run_1/ff_map.png
Bar = 20 um.
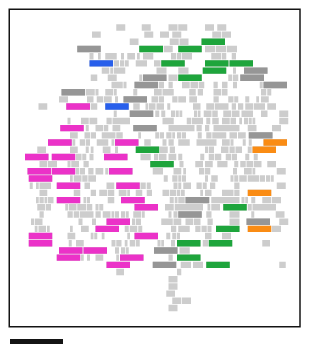
run_1/congestion_map.png
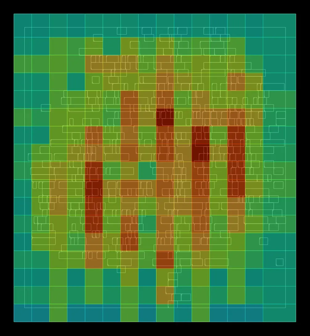
run_1/m4.png
Bar = 20 um.
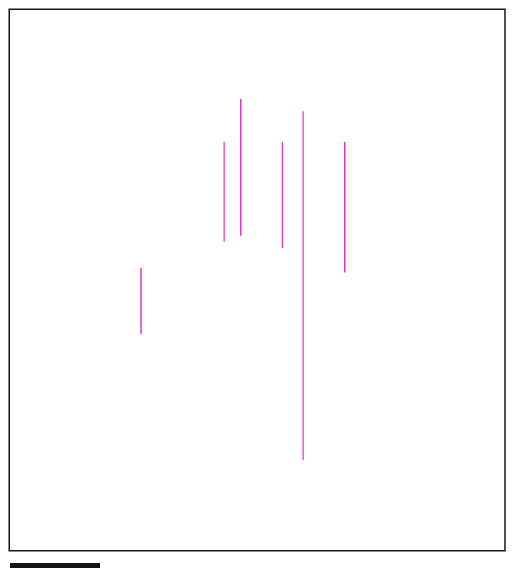
## src/rtl/bcd_up_timer_pkg.sv

```systemverilog
// Shared types and limits for the MM:SS elapsed-time counter.
package bcd_up_timer_pkg;

    typedef enum logic [1:0] {
        ST_IDLE  = 2'd0,
        ST_RUN   = 2'd1,
        ST_PAUSE = 2'd2,
        ST_DONE  = 2'd3
    } state_t;

    localparam logic [3:0] DIG_MAX   = 4'd9;
    localparam logic [3:0] SEC_T_MAX = 4'd5;

    typedef struct packed {
        logic [3:0] min_t;
        logic [3:0] min_u;
        logic [3:0] sec_t;
        logic [3:0] sec_u;
    } mmss_t;

    function automatic logic mmss_ok(mmss_t t);
        return (t.min_t <= DIG_MAX) && (t.min_u <= DIG_MAX) &&
               (t.sec_t <= SEC_T_MAX) && (t.sec_u <= DIG_MAX);
    endfunction

endpackage

```

## src/rtl/bcd_up_timer_zero_to_nine_en.sv

```systemverilog
// One decade up-counter with enable, sync clear and a wrap carry.
// nxt is the value the digit takes on this edge, used for target compare.
module zero_to_nine_en
    import bcd_up_timer_pkg::*;
#(
    parameter logic [3:0] MAX = DIG_MAX
) (
    input  logic       clk,
    input  logic       rst_n,
    input  logic       en,
    input  logic       clr,
    output logic [3:0] q,
    output logic [3:0] nxt,
    output logic       carry
);

    assign carry = en && (q == MAX);

    always_comb begin
        nxt = q;
        if (en) begin
            nxt = (q == MAX) ? 4'd0 : q + 4'd1;
        end
    end

    always_ff @(posedge clk or negedge rst_n) begin
        if (!rst_n) begin
            q <= 4'd0;
        end else if (clr) begin
            q <= 4'd0;
        end else if (en) begin
            q <= nxt;
        end
    end

endmodule

```

## src/rtl/bcd_up_timer.sv

```systemverilog
// Four-digit BCD MM:SS elapsed-time counter with programmable target.
// Prescaler, run/pause/done FSM, target register and pulse outputs.
module bcd_up_timer
    import bcd_up_timer_pkg::*;
#(
    parameter int TICKS_PER_SEC = 50_000_000
) (
    input  logic       clk,
    input  logic       rst_n,
    input  logic       start,
    input  logic       pause,
    input  logic       clear,
    input  logic       load_target,
    input  logic [3:0] target_min_t,
    input  logic [3:0] target_min_u,
    input  logic [3:0] target_sec_t,
    input  logic [3:0] target_sec_u,
    output logic [3:0] min_t,
    output logic [3:0] min_u,
    output logic [3:0] sec_t,
    output logic [3:0] sec_u,
    output logic       tick_1hz,
    output logic       running,
    output logic       done,
    output logic       target_err
);

    localparam int PW = $clog2(TICKS_PER_SEC);
    localparam logic [PW-1:0] PRE_MAX = PW'(TICKS_PER_SEC - 1);

    state_t        state;
    logic [PW-1:0] presc;
    mmss_t         target;
    mmss_t         tgt_in;
    mmss_t         cnt_nxt;
    logic          step;
    logic          match;
    logic          c0, c1, c2, c3;

    assign tgt_in = '{target_min_t, target_min_u,
                      target_sec_t, target_sec_u};

    // pause and clear win over the second boundary on the same edge
    assign step = (state == ST_RUN) && !clear && !pause &&
                  (presc == PRE_MAX);

    zero_to_nine_en #(.MAX(DIG_MAX)) u_sec_u (
        .clk(clk), .rst_n(rst_n), .en(step), .clr(clear),
        .q(sec_u), .nxt(cnt_nxt.sec_u), .carry(c0)
    );

    zero_to_nine_en #(.MAX(SEC_T_MAX)) u_sec_t (
        .clk(clk), .rst_n(rst_n), .en(c0), .clr(clear),
        .q(sec_t), .nxt(cnt_nxt.sec_t), .carry(c1)
    );

    zero_to_nine_en #(.MAX(DIG_MAX)) u_min_u (
        .clk(clk), .rst_n(rst_n), .en(c1), .clr(clear),
        .q(min_u), .nxt(cnt_nxt.min_u), .carry(c2)
    );

    zero_to_nine_en #(.MAX(DIG_MAX)) u_min_t (
        .clk(clk), .rst_n(rst_n), .en(c2), .clr(clear),
        .q(min_t), .nxt(cnt_nxt.min_t), .carry(c3)
    );

    // a 99:59 rollover lands on 00:00, which never counts as a target
    assign match = step && !c3 && (target != '0) && (cnt_nxt == target);

    always_ff @(posedge clk or negedge rst_n) begin
        if (!rst_n) begin
            state      <= ST_IDLE;
            presc      <= '0;
            target     <= '0;
            tick_1hz   <= 1'b0;
            running    <= 1'b0;
            done       <= 1'b0;
            target_err <= 1'b0;
        end else begin
            tick_1hz   <= 1'b0;
            target_err <= 1'b0;
            if (clear) begin
                state   <= ST_IDLE;
                presc   <= '0;
                running <= 1'b0;
                done    <= 1'b0;
            end else begin
                unique case (state)
                    ST_IDLE, ST_DONE: begin
                        if (load_target) begin
                            if (mmss_ok(tgt_in)) begin
                                target <= tgt_in;
                            end else begin
                                target_err <= 1'b1;
                            end
                        end else if (state == ST_IDLE && start && !pause) begin
                            state   <= ST_RUN;
                            running <= 1'b1;
                        end
                    end
                    ST_RUN: begin
                        if (pause) begin
                            state   <= ST_PAUSE;
                            running <= 1'b0;
                        end else if (presc == PRE_MAX) begin
                            presc    <= '0;
                            tick_1hz <= 1'b1;
                            if (match) begin
                                state   <= ST_DONE;
                                running <= 1'b0;
                                done    <= 1'b1;
                            end
                        end else begin
                            presc <= presc + PW'(1);
                        end
                    end
                    ST_PAUSE: begin
                        if (!pause && start) begin
                            state   <= ST_RUN;
                            running <= 1'b1;
                        end
                    end
                    default: state <= ST_IDLE;
                endcase
            end
        end
    end

endmodule

```

## config.mk

```make
export PLATFORM = sky130hd
export DESIGN_NAME = bcd_up_timer
export DESIGN_NICKNAME = d
export VERILOG_FILES = /design/src/rtl/bcd_up_timer_pkg.sv /design/src/rtl/bcd_up_timer_zero_to_nine_en.sv /design/src/rtl/bcd_up_timer.sv
export SDC_FILE = /design/constraint.sdc
export NUM_CORES = 1
export LEC_CHECK = 0
export CAP_MARGIN = 20
export CORE_ASPECT_RATIO = 1.1
export CORE_MARGIN = 4
export CORE_UTILIZATION = 35
export CTS_BUF_LIST = sky130_fd_sc_hd__clkbuf_4
export CTS_CLUSTER_DIAMETER = 60
export DETAILED_ROUTE_END_ITERATION = 10
export GPL_ROUTABILITY_DRIVEN = 0
export GPL_TIMING_DRIVEN = 0
export PLACE_DENSITY = 0.61
export REMOVE_ABC_BUFFERS = 1
export SYNTH_ARGS = -nofsm -noshare
export SYNTH_HDL_FRONTEND = slang
export SYNTH_SLANG_ARGS = --single-unit
```

## constraint.sdc

```tcl
create_clock -name clk -period 4 [get_ports clk]
set_clock_uncertainty 0.2 [all_clocks]
set_input_delay 0.8 -clock clk [delete_from_list [all_inputs] [get_ports clk]]
set_output_delay 0.8 -clock clk [all_outputs]
set_load 0.03 [all_outputs]
```

==> run summary, run 1 <==
run results: worst-case headroom to the max-slew limit 0.400, count of library flops with an enable pin 0, endpoint type of the worst setup path flop, violation tally from detailed-route iteration zero 174, level count of the clock H-tree 3, Worst Hold Class primary input to asynchronous set/reset pin, TritonCTS clock tree built, fraction of synthesis flops using an asynchronous set or reset pin 1.00, count of unresolved DRC violations after routing 0, insertion delay of the later-clocked pin in the worst-skew pair 410 ps, part of the Yosys area used for sequential elements 0.405, Final Hold Violating Endpoints 0, Std-Cell Core Area 11000 um^2, global route total overflow 0, Vert. Die Dim 119 um, number of fillers in the final layout 1099, clock input transition at the sequential cells of the worst setup and hold paths 120 ps, cell with the largest stage delay on the worst path sky130_fd_sc_hd__nand4_1, Floorplan Utilization 0.359, area of the die 13100 um^2, # setup viols final 0, cycle use final 0.944, number of rows created at floorplan 40, most instantiated flip-flop cell in the synthesis netlist sky130_fd_sc_hd__dfrtp_1, maximum capacitance violations 0, maximum number of pins on one net before global-route repair 65, hold buffer count at CTS 0, DR pass1 iterations 5, # Cells Yosys 419, critical path depth in cells 9, number of global-route vias before repair 3402, first-pass GRT wire length 16700 um, RSZ-0062 raised after global routing false, Distinct cells, synth 57, placed standard-cell area 4510 um^2, CTS Sinks 64, overall power consumption 1.55 mW, final design area excluding fillers 4710 um^2, Warnings, synthesis 0, number of I/O pins 42, buffer-and-inverter tally for the worst setup path 0, most frequent logic cells in the routed design 64 x sky130_fd_sc_hd__dfrtp_1, 52 x sky130_fd_sc_hd__nor2_1, 39 x sky130_fd_sc_hd__clkdlybuf4s50_1, 20 x sky130_fd_sc_hd__a21oi_1, 20 x sky130_fd_sc_hd__xor2_1, most common logic cell in the routed design sky130_fd_sc_hd__dfrtp_1, postcts setup bufs 0, antenna violations before repair 0, Critical Path Max Stage Delay 660 ps, chip width 109 um, startpoint type of the worst setup path flop, clock tree root buffer cell sky130_fd_sc_hd__clkbuf_4, status complete, no violations, data required time at the worst endpoint 4100 ps, average vias per placed instance 5.44, proportion of layout cells with a drive suffix above 1 0.114, capturing point of the worst reg2reg path running, synthesized flop and latch total 64, Static Leak 1.86 nW, data arrival at the endpoint of the critical path 3880 ps, transition time at the pin with the least slew margin 893 ps, largest delay contributor family on the critical path simple AND/OR/NAND/NOR gates, final net count 493, detailed placement HPWL 7430 um, IR drop worst, VDD 0.185 mV, Power Density 330 nW/um^2, Diodes inserted 0, post-layout min period 3780 ps, FMAX 265 MHz, summed negative setup slack over all endpoints 0 ps, R2R Setup Slk 220 ps, highest fanout seen on the critical path 16, number of buffer cells added on primary ports 41, number of CTS-inserted buffers 9, Avg Cell Area, Syn 9.44 um^2, signed area change from the synthesized netlist to the final layout 19.1%, count of warning messages emitted by the tools 31, remaining antenna violation count 0, critical path class flop to flop, worst flop-to-flop path startpoint presc[0], Clock Path Buffers 2, max-slew violation count 0, chip area estimate from yosys synthesis 3950 um^2, post-synthesis instance total 419, Worst R2R Path Depth 9, critical path, cell by cell ha_1, and3_1, nand4_1, or3_1, o21ai_0, o2111ai_1, a2111oi_4, nand4_2, a311o_1, Netlist Area Pre-Place 3950 um^2
Notes on ff_map.png above:
- blue: state (sequential cells 2)
- green: target (sequential cells 16)
- magenta: presc (sequential cells 26)
- orange: u_sec_t.q (sequential cells 4; where east)
utilization after layout: 0.428
power attributed to sequential cells: 771 uW
Seq area share: 0.340

Notes on congestion_map.png above:
wire length per cell: 16.3 um
met3 global-route usage: 0.0461
layer with the highest usage after global routing: met2
overall fraction of global-route tracks in use: 0.161

Notes on m4.png above:
- main direction: vertical
- longest straight run: 76.8 um
- wire length on this layer: 195 um
- nets with wire on the layer: 6
via count: 3323
total routed wirelength: 9960 um

## run 1: worst max path at each step
stage | endpoint | slack, ps | start
2_1_floorplan | target[0] | 650 | target_sec_u[1]
3_3_place_gp | target[0] | -1360 | clear
3_5_place_dp | running | -870 | clear
4_1_cts | running | 110 | clear
5_1_grt | running | 2 | presc[0]
6_report | running | 220 | presc[0]
## run 1: through the flow
step | cells | hold WS (ps) | util | setup WS (ps)
2_1_floorplan | 404 | 302 | - | 648
3_3_place_gp | 592 | 312 | 0.407 | -1360
3_5_place_dp | 594 | 312 | 0.410 | -872
4_1_cts | 610 | 291 | 0.425 | 107
5_1_grt | 611 | 298 | 0.428 | 2.05
6_report | 611 | 259 | 0.428 | 224
## run 1: metal layers
metal	GRT usage	vias to the layer above	part of all wire
li1	-	1600	-
met1	0.203	1631	0.44
met2	0.264	78	0.50
met3	0.0461	14	0.043
met4	0.0522	0	0.019
met5	0	-	0
## run 1: kinds of logic (layout without fill, tap and decap cells)
family,Yosys count,after routing,synth area share
AND-OR/OR-AND,69,69,0.128
XOR/XNOR,37,37,0.0820
adder cells (fa/ha/maj),12,12,0.0380
buffers and inverters,28,73,0.0291
flip-flops,64,64,0.405
multiplexers,20,20,0.0554
AND/OR/NAND/NOR,189,189,0.263
## run 1: synth_stat cells (all sizes together), types with 2 or more instances
cell | number | share of area
dfrtp | 64 | 0.41
nor2 | 54 | 0.051
a21oi | 20 | 0.025
xor2 | 20 | 0.044
nand2 | 19 | 0.018
nor3 | 19 | 0.024
nand3 | 17 | 0.022
nand4 | 17 | 0.030
xnor2 | 17 | 0.038
mux2 | 15 | 0.043
o21ai | 15 | 0.019
inv | 13 | 0.012
ha | 12 | 0.038
nor4 | 12 | 0.023
clkbuf | 11 | 0.010
or3 | 9 | 0.014
nor2b | 8 | 0.013
and3 | 6 | 0.0095
nand2b | 6 | 0.0095
a22o | 5 | 0.011
mux2i | 5 | 0.013
nor3b | 5 | 0.011
and3b | 4 | 0.0089
buf | 4 | 0.0063
o22ai | 4 | 0.0063
o31ai | 4 | 0.0076
a2111oi | 3 | 0.018
nand3b | 3 | 0.0057
a22oi | 2 | 0.0038
a311oi | 2 | 0.0044
a31o | 2 | 0.0044
and4 | 2 | 0.0044
nor4b | 2 | 0.0060
o221ai | 2 | 0.0060
o41ai | 2 | 0.0044
## run 1: sequential cells by signal, indices dropped and copies added (netlist names)
| name | cells |
|---|---|
| u_sec_u.q | 4 |
| u_sec_t.q | 4 |
| state | 2 |
| u_min_u.q | 4 |
| presc | 26 |
| target_err | 1 |
| u_min_t.q | 4 |
| target | 16 |
| done | 1 |
| tick_1hz | 1 |
| running | 1 |
## run 1: final cells by class
type | count | area [um^2] | share of cell area
multi-input combinational | 327 | 2250 | 0.479
tap | 147 | 184 | 0.0391
clock buffer | 9 | 67.6 | 0.0144
clock inverter | 7 | 96.3 | 0.0205
timing repair buffer | 44 | 454 | 0.0965
sequential | 64 | 1600 | 0.340
inverter | 13 | 48.8 | 0.0104
## run 1: power by group
group,internal (mW),switching (mW)
logic,0.149,0.132
registers,0.697,0.0739
clock network,0.253,0.250
## run 1: timing repair
item / CTS / global route
pin swaps: 0 / 0
resized: 2 / 1
endpoints found under the setup margin: 4 / 3
==> run 2: changes to the inputs <==
- clock period: 4 -> 4.18 ns (I/O delays scaled with it)
run_2/m4.png
Bar = 20 um.
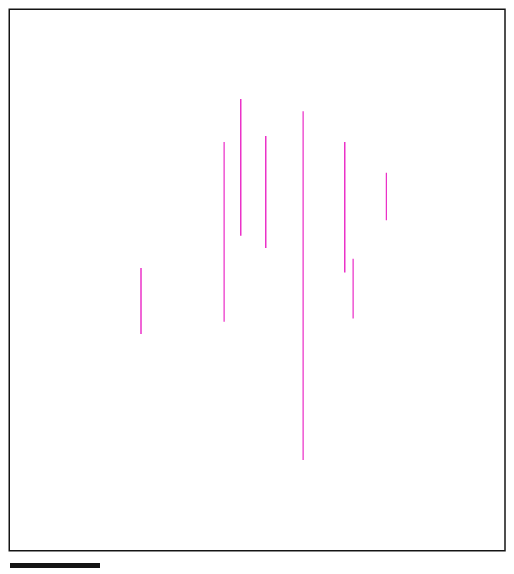
- wire length on this layer: 237 um
- nets with wire on the layer: 7
- share of all routed wire: 2.4%
- longest straight run: 76.8 um
- main direction: vertical
via count: 3298
total routed wirelength: 9970 um

==> run summary, run 2 <==
run results: most frequent logic cells in the routed design 64 x sky130_fd_sc_hd__dfrtp_1, 53 x sky130_fd_sc_hd__nor2_1, 39 x sky130_fd_sc_hd__clkdlybuf4s50_1, 20 x sky130_fd_sc_hd__a21oi_1, 20 x sky130_fd_sc_hd__xor2_1, Warnings, synthesis 0, top cell types by occurrence after synthesis 64 x sky130_fd_sc_hd__dfrtp_1, 54 x sky130_fd_sc_hd__nor2_1, 20 x sky130_fd_sc_hd__a21oi_1, 20 x sky130_fd_sc_hd__xor2_1, signed area change from the synthesized netlist to the final layout 19.0%, Avg Cell Area, Syn 9.44 um^2, placed standard-cell area 4510 um^2, final design area excluding fillers 4700 um^2, proportion of layout cells with a drive suffix above 1 0.112, part of the Yosys area used for sequential elements 0.405, TritonCTS clock tree built, fraction of synthesis flops using an asynchronous set or reset pin 1.00, average vias per placed instance 5.40, # setup viols final 0, first-pass GRT wire length 16700 um, level count of the clock H-tree 3, data required time at the worst endpoint 4280 ps, number of rows created at floorplan 40, IR drop worst, VDD 0.177 mV, global route total overflow 0, post-synthesis cell type with the largest combined area sky130_fd_sc_hd__dfrtp_1, Std-Cell Core Area 11000 um^2, number of I/O pins 42, Diodes inserted 0, max FFs per register 26, RSZ-0062 raised after global routing false, CTS Sinks 64, remaining antenna violation count 0, leading cell type by number of instances after synthesis sky130_fd_sc_hd__dfrtp_1, status complete, no violations, number of placed cells counting well taps 594, startpoint of the most critical setup path presc[0], final net count 493, worst flop-to-flop path startpoint presc[0], post-synthesis instance total 419, data arrival at the endpoint of the critical path 3940 ps, number of buffer cells added on primary ports 41, utilization after layout 0.427, maximum number of pins on one net before global-route repair 65, antenna violations before repair 0, Netlist Area Pre-Place 3950 um^2, # Cells Yosys 419, chip area estimate from yosys synthesis 3950 um^2, count of library flops with an enable pin 0, area of the die 13100 um^2, count of unresolved DRC violations after routing 0, synthesized flop and latch total 64, setup ws final 336 ps
run_2/layers.png
Only two layers are drawn.
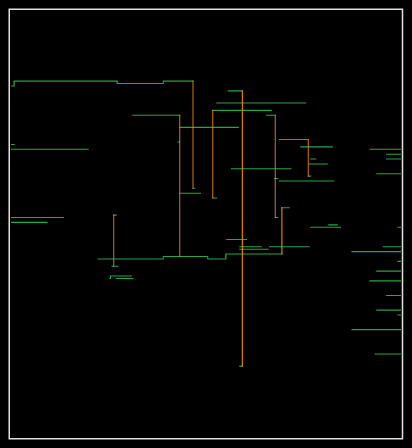
- orange: M4 (wire length 237 um)
- green: M3 (wire length 442 um)
wire length per cell: 16.3 um

-- run 2: logic make-up after synthesis --
| kind of cell | Yosys count | share of synthesized area |
|---|---|---|
| AOI/OAI and AO/OA | 69 | 0.128 |
| buffers and inverters | 28 | 0.0291 |
| DFF | 64 | 0.405 |
| adders and majority gates | 12 | 0.0380 |
| and+or+nand+nor | 189 | 0.263 |
| xor gates and xnor gates | 37 | 0.0820 |
| muxes | 20 | 0.0554 |
-- run 2: power breakdown --
group	switching (mW)	internal [mW]
sequential	0.0709	0.667
clock	0.239	0.242
combinational	0.126	0.143
total	0.435	1.05
-- run 2: cell type report --
type                            instances  area, um^2  area share
Clock inverter                          7        96.3      0.0205
Inverter                               13        48.8      0.0104
Clock buffer                            9        67.6      0.0144
Sequential cell                        64        1600       0.340
Multi-Input combinational cell        327        2250       0.479
Timing Repair Buffer                   44         454      0.0965
Tap cell                              147         184      0.0391
-- run 2: repair_timing --
action                                  CTS  global route
endpoints found under the setup margin    4             0
resized                                   2             0
setup buffers                             0             0
-- run 2: worst max-delay path by stage --
stage               slack [ps]        end  cells after the start
finish                     340    running                      9
global route                90    running                      9
CTS                        250    running                      9
detailed placement        -730    running                      9
global placement         -1220  target[0]                      3
floorplan                  790  target[0]                      4
-- run 2: routing by layer --
layer | wire [um] | up-vias | track usage | share of wire
met5 | 0 | - | 0 | 0
met4 | 236 | 0 | 0.0522 | 0.024
met3 | 442 | 19 | 0.0461 | 0.044
met2 | 4930 | 72 | 0.264 | 0.49
met1 | 4360 | 1606 | 0.203 | 0.44
li1 | - | 1601 | - | -
-- run 2: critical path, cell delays in order, from the launching register on --
cell and delay [ps]:
sky130_fd_sc_hd__dfrtp_1 440, sky130_fd_sc_hd__ha_1 240, sky130_fd_sc_hd__and3_1 200, sky130_fd_sc_hd__nand4_1 640, sky130_fd_sc_hd__nor2_1 730, sky130_fd_sc_hd__a22oi_1 200
sky130_fd_sc_hd__a22o_1 270, sky130_fd_sc_hd__nor3_1 230, sky130_fd_sc_hd__nand4_2 220, sky130_fd_sc_hd__a311o_1 360
No activity file was given, so power comes from the tool's default toggle rates.
